`src/rtl/lc3b_wb_buffer_pkg.sv`:
```
// Shared types and line-geometry constants for the LC-3b write-back buffer.
// The L1/L2 constants let either cache side pick its parameters by name.
package lc3b_wb_buffer_pkg;

   typedef enum logic [1:0] {
      WB_IDLE  = 2'd0,
      WB_WRITE = 2'd1,
      WB_GAP   = 2'd2
   } lc3b_wbuf_state;

   localparam int LC3B_L1_LINE_W    = 128;
   localparam int LC3B_L2_LINE_W    = 256;
   localparam int LC3B_OFFSET_W_L1  = 4;
   localparam int LC3B_OFFSET_W_L2  = 5;

endpackage

```
`src/rtl/lc3b_wbuf_match.sv`:
```
// DEPTH-way tag comparator that reports the youngest valid match, scanning
// from head toward tail; the head slot can be masked while it is in flight.
module lc3b_wbuf_match #(
   parameter int DEPTH = 4,
   parameter int TAG_W = 12,
   parameter int PTR_W = 2
) (
   input  logic [DEPTH-1:0]            valid_i,
   input  logic [DEPTH-1:0][TAG_W-1:0] tags_i,
   input  logic [TAG_W-1:0]            tag_i,
   input  logic [PTR_W-1:0]            head_i,
   input  logic                        excl_head_i,
   output logic                        hit_o,
   output logic [PTR_W-1:0]            idx_o
);

   always_comb begin
      hit_o = 1'b0;
      idx_o = '0;
      // Later iterations are younger entries, so the last hit wins.
      for (int k = 0; k < DEPTH; k++) begin
         int p;
         logic [PTR_W-1:0] slot;
         p = int'(head_i) + k;
         if (p >= DEPTH) p = p - DEPTH;
         slot = PTR_W'(p);
         if (valid_i[slot] && (tags_i[slot] == tag_i) && !(excl_head_i && (k == 0))) begin
            hit_o = 1'b1;
            idx_o = slot;
         end
      end
   end

endmodule

```
`src/rtl/lc3b_wb_buffer.sv`:
```
// Write-back (victim) buffer: one-cycle eviction accept with coalescing,
// FIFO drain over a pmem write handshake, and lookup of buffered lines.
module lc3b_wb_buffer
   import lc3b_wb_buffer_pkg::*;
#(
   parameter int LINE_W   = 128,
   parameter int ADDR_W   = 16,
   parameter int OFFSET_W = 4,
   parameter int DEPTH    = 4
) (
   input  logic                       clk,
   input  logic                       reset,
   input  logic                       wb_valid,
   input  logic [ADDR_W-1:0]          wb_addr,
   input  logic [LINE_W-1:0]          wb_line,
   output logic                       wb_ready,
   input  logic [ADDR_W-1:0]          lk_addr,
   output logic                       lk_hit,
   output logic [LINE_W-1:0]          lk_line,
   output logic [ADDR_W-1:0]          pmem_address,
   output logic [LINE_W-1:0]          pmem_wdata,
   output logic                       pmem_write,
   input  logic                       pmem_resp,
   output logic [$clog2(DEPTH+1)-1:0] count,
   output logic                       empty,
   output logic                       full,
   output lc3b_wbuf_state             wb_state
);

   localparam int TAG_W = ADDR_W - OFFSET_W;
   localparam int PTR_W = $clog2(DEPTH);
   localparam int CNT_W = $clog2(DEPTH+1);

   logic [DEPTH-1:0]            valid_q;
   logic [DEPTH-1:0][TAG_W-1:0] tag_q;
   logic [LINE_W-1:0]           data_q [DEPTH];
   logic [PTR_W-1:0]            head_q, tail_q;
   logic [CNT_W-1:0]            count_q;
   lc3b_wbuf_state              state_q;
   logic                        pmem_write_q;

   logic [TAG_W-1:0] wb_tag, lk_tag;
   logic             cm_hit, lk_match;
   logic [PTR_W-1:0] cm_idx, lk_idx;
   logic             push, alloc, pop;
   logic             unused_offsets;

   assign wb_tag = wb_addr[ADDR_W-1:OFFSET_W];
   assign lk_tag = lk_addr[ADDR_W-1:OFFSET_W];
   assign unused_offsets = ^{wb_addr[OFFSET_W-1:0], lk_addr[OFFSET_W-1:0]};

   function automatic logic [PTR_W-1:0] ptr_inc(input logic [PTR_W-1:0] p);
      return (p == PTR_W'(DEPTH-1)) ? '0 : p + 1'b1;
   endfunction

   // Once the head is handed to pmem its data must stay frozen, so it only
   // takes part in coalescing while the drain FSM is idle.
   lc3b_wbuf_match #(.DEPTH(DEPTH), .TAG_W(TAG_W), .PTR_W(PTR_W)) u_coalesce (
      .valid_i     (valid_q),
      .tags_i      (tag_q),
      .tag_i       (wb_tag),
      .head_i      (head_q),
      .excl_head_i (state_q != WB_IDLE),
      .hit_o       (cm_hit),
      .idx_o       (cm_idx)
   );

   lc3b_wbuf_match #(.DEPTH(DEPTH), .TAG_W(TAG_W), .PTR_W(PTR_W)) u_lookup (
      .valid_i     (valid_q),
      .tags_i      (tag_q),
      .tag_i       (lk_tag),
      .head_i      (head_q),
      .excl_head_i (1'b0),
      .hit_o       (lk_match),
      .idx_o       (lk_idx)
   );

   // Handshakes: an eviction transfers on a rising edge where wb_valid &&
   // wb_ready; a pmem write completes on an edge where pmem_write && pmem_resp.
   assign full     = (count_q == CNT_W'(DEPTH));
   assign empty    = (count_q == '0);
   assign wb_ready = !full || cm_hit;
   assign push     = wb_valid && wb_ready;
   assign alloc    = push && !cm_hit;
   assign pop      = (state_q == WB_WRITE) && pmem_resp;

   assign count        = count_q;
   assign wb_state     = state_q;
   assign pmem_write   = pmem_write_q;
   assign pmem_address = {tag_q[head_q], {OFFSET_W{1'b0}}};
   assign pmem_wdata   = data_q[head_q];
   assign lk_hit       = lk_match;
   assign lk_line      = lk_match ? data_q[lk_idx] : '0;

   always_ff @(posedge clk) begin
      if (reset) begin
         valid_q      <= '0;
         tag_q        <= '0;
         head_q       <= '0;
         tail_q       <= '0;
         count_q      <= '0;
         state_q      <= WB_IDLE;
         pmem_write_q <= 1'b0;
      end else begin
         if (pop) begin
            valid_q[head_q] <= 1'b0;
            head_q          <= ptr_inc(head_q);
         end
         if (push) begin
            if (cm_hit) begin
               data_q[cm_idx] <= wb_line;
            end else begin
               valid_q[tail_q] <= 1'b1;
               tag_q[tail_q]   <= wb_tag;
               data_q[tail_q]  <= wb_line;
               tail_q          <= ptr_inc(tail_q);
            end
         end

         case ({alloc, pop})
            2'b10:   count_q <= count_q + 1'b1;
            2'b01:   count_q <= count_q - 1'b1;
            default: count_q <= count_q;
         endcase

         case (state_q)
            WB_IDLE: begin
               if (!empty) begin
                  state_q      <= WB_WRITE;
                  pmem_write_q <= 1'b1;
               end
            end
            WB_WRITE: begin
               if (pmem_resp) begin
                  state_q      <= WB_GAP;
                  pmem_write_q <= 1'b0;
               end
            end
            default: begin
               state_q      <= WB_IDLE;
               pmem_write_q <= 1'b0;
            end
         endcase
      end
   end

endmodule
```
`config.mk`:
```
export PLATFORM = sky130hd
export DESIGN_NAME = lc3b_wb_buffer
export DESIGN_NICKNAME = d
export VERILOG_FILES = /design/src/rtl/lc3b_wb_buffer_pkg.sv /design/src/rtl/lc3b_wbuf_match.sv /design/src/rtl/lc3b_wb_buffer.sv
export SDC_FILE = /design/constraint.sdc
export NUM_CORES = 1
export LEC_CHECK = 0
export ABC_AREA = 1
export CAP_MARGIN = 25
export CORE_UTILIZATION = 40
export CTS_BUF_LIST = sky130_fd_sc_hd__clkbuf_8
export CTS_CLUSTER_DIAMETER = 150
export DETAILED_ROUTE_END_ITERATION = 8
export PLACE_DENSITY = 0.63
export REMOVE_ABC_BUFFERS = 1
export SLEW_MARGIN = 20
export SYNTH_ARGS = -nofsm -noshare
export SYNTH_HDL_FRONTEND = slang
export SYNTH_HIERARCHICAL = 1
export SYNTH_SLANG_ARGS = --single-unit
```
`constraint.sdc`:
```
create_clock -name clk -period 10.5 [get_ports clk]
set_input_delay 2.1 -clock clk [delete_from_list [all_inputs] [get_ports clk]]
set_output_delay 2.1 -clock clk [all_outputs]
set_load 0.005 [all_outputs]
```
==> images/m1.png <==
Supply wires on this layer in gray.
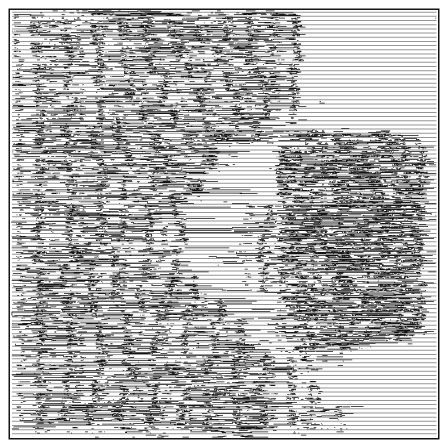
nets with wire on the layer: 3810
longest straight run: 64.9 µm
wire length on this layer: 39.9 mm

==> images/m2.png <==
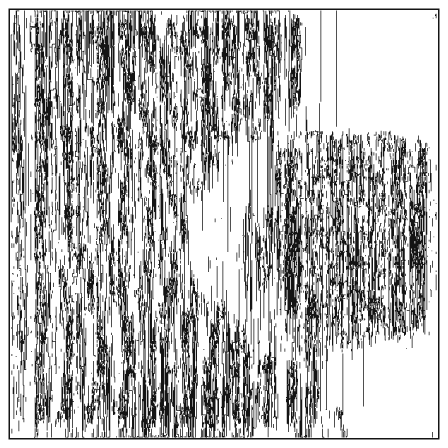
wire length on this layer: 50.3 mm
nets with wire on the layer: 3298
longest straight run: 122 µm
share of all routed wire: 48%
main direction: vertical
vias: 28151
total wire length: 105000 µm
GR Layer Usage met2: 43.4%

path summary, 6_finish.rpt:
path / depth (start not counted) / end / slack (ns) / startpoint
hold reg to reg: 2 / count[2]$_SDFFE_PP0P_ / 0.55 / count[2]$_SDFFE_PP0P_
hold / removal: 2 / count[2]$_SDFFE_PP0P_ / 0.55 / count[2]$_SDFFE_PP0P_
setup / recovery: 18 / lk_line[68] / 1.58 / lk_addr[13]
setup reg to reg: 20 / data_q[2][12]$_DFFE_PP_ / 4.76 / head_q[0]$_SDFFE_PP0N_
layer usage:
metal  GRT usage, %  wire [µm]
met5              0        215
met4           10.5       3770
met3           8.89      10800
met2           43.4      50300
met1           31.1      39900
registers in the layout (all words and copies together) (netlist names), named ones only:
name      count
data_q      512
tag_q        48
valid_q       4
count         3
head_q        2
tail_q        2
wb_state      2
==> results_dict.tcl <==
# flow metrics
set metrics [dict create \
    pwr-share-comb_pct 20.9 \
    nFillCells 7179 \
    drv_cap 0 \
    syn_avg_cell_area_um2 8.29 \
    gp_congestion 0.902 \
    cp_max_fo 157 \
    flop-count 575 \
    power.share.clock_pct 33.3 \
    dp_cells 4939 \
    synth_flops 575 \
    top_area_cell "edfxtp_1" \
    clockBufferDepth 3 \
    grt_first_pass_wirelength_um 156000 \
    cts-root-buf "clkbuf_8" \
    yosysCellCount 3700 \
    yosysUniqueCellTypes 33 \
    xor_share_pct 0.114 \
    sh_comb_area_pct 33.0 \
    fa_ha_area_share_pct 0.433 \
    crit_buf_inv 5 \
    grt_setup_unrepaired "false" \
    fin_skew_ns 0.0544 \
    final_nets 4190 \
    cts_setup_buffers 0 \
    inverters_excl_clock 95 \
    buf_share_pct 12.6 \
    yosys-top-cells-count "nor2_1, nand2_1, o21ai_0" \
    post_cts_resized 0 \
    fp-row-count 101 \
    async_flop_share_pct 0 \
    period_needed_ns 8.92 \
    grt_max_degree 184 \
    cp_slowest_cell "clkdlybuf4s50_1" \
    max_clock_freq_ghz 0.112 \
    routedWlPerCell_um 20.5 \
    yosys_warnings 6 \
    clock_area_share_pct 5.04 \
    seq_area_share_pct 44.8 \
    track_usage_pct 26.2 \
    cpPeakStageDelay_ns 0.61 \
    fin_crit_sh_pct 85.0 \
    insertion_delay_ns 0.77 \
    p_leak_nw 13.7 \
    lay_top_count "nor2_1" \
    drive_above_1_share_pct 4.65 \
    clkTransAtPathRegs_ns 0.06 \
    cp-end-kind "output port" \
    slew_violations 0 \
    final-comb-area_um2 12300 \
    clkSinkCount 575 \
    warnings 63 \
    dp_hpwl_um 61200 \
    cp_common_cell "nand2_1" \
    status "complete, no violations" \
    synthDominantCellAreaShare_pct 50.1 \
    drt_pre_antenna_iters 5 \
    synth-seq-area-share_pct 54.3 \
    setup_ws_ns 1.58 \
    cts_buffers 103 \
    final_cell_mix "nor2_1, nand2_1, o21ai_0" \
    cellPowerDensity_nw_per_um2 155 \
    fp-utilization_pct 40.4 \
    tightest_slew_ns 1.07 \
    overflow 0 \
    hp-class "reg2reg" \
    seq_area_um2 16600 \
    tritoncts "done" \
    swShare_pct 30.4 \
    critPathArrivalTime_ns 6.82 \
    pre_cts_slack_ns 1.87 \
    ys_sh_simple_pct 23.9 \
    core_um2 75900 \
    n_all_buffers 460 \
    final_util_pct 48.9 \
    seq_power_mw 2.64 \
    vdd_drop_max_mv 0.102 \
    final-setup-viol-count 0 \
    powerComb_mw 1.21 \
    area_delta_synth_final_pct 21.2 \
    antenna_cells 6 \
    viasPerCell 5.49 \
    cp_data_required_time_ns 8.40 \
    ant_nets 0 \
    cts_max_level 3 \
    largest_cell_class "sequential cells" \
    setup_tns_ns 0 \
    hold_slack_ns 0.549 \
    slew_headroom_pct 28.5 \
    power_switching_mw 1.75 \
    syn-cell-area_um2 30700 \
    worstPathCellList "clkdlybuf4s50_1, inv_1, nand3_1, nand2_1, nor2_1, nand2_1, nor2_1, nand2_1, nand2_1, nand2_1, o21ai_4, buf_12, buf_4, nor2_1, nor2_1, o21ai_0, a21oi_1, clkdlybuf4s50_1" \
    postCtsHoldBufs 0 \
    cp_top_family "buffers and inverters" \
    drc_errors 0 \
    worstSetupStartpointType "input pin" \
    num-multi-input-gates 2781 \
    ff_type "edfxtp_1" \
    layout.cells.non_filler 5125 \
    edf_count 512 \
    top_cells_by_area "edfxtp_1, nor2_1, o21ai_0" \
    grt_pass1_vias 26452 \
]
Power is estimated from default activity; no workload was simulated.
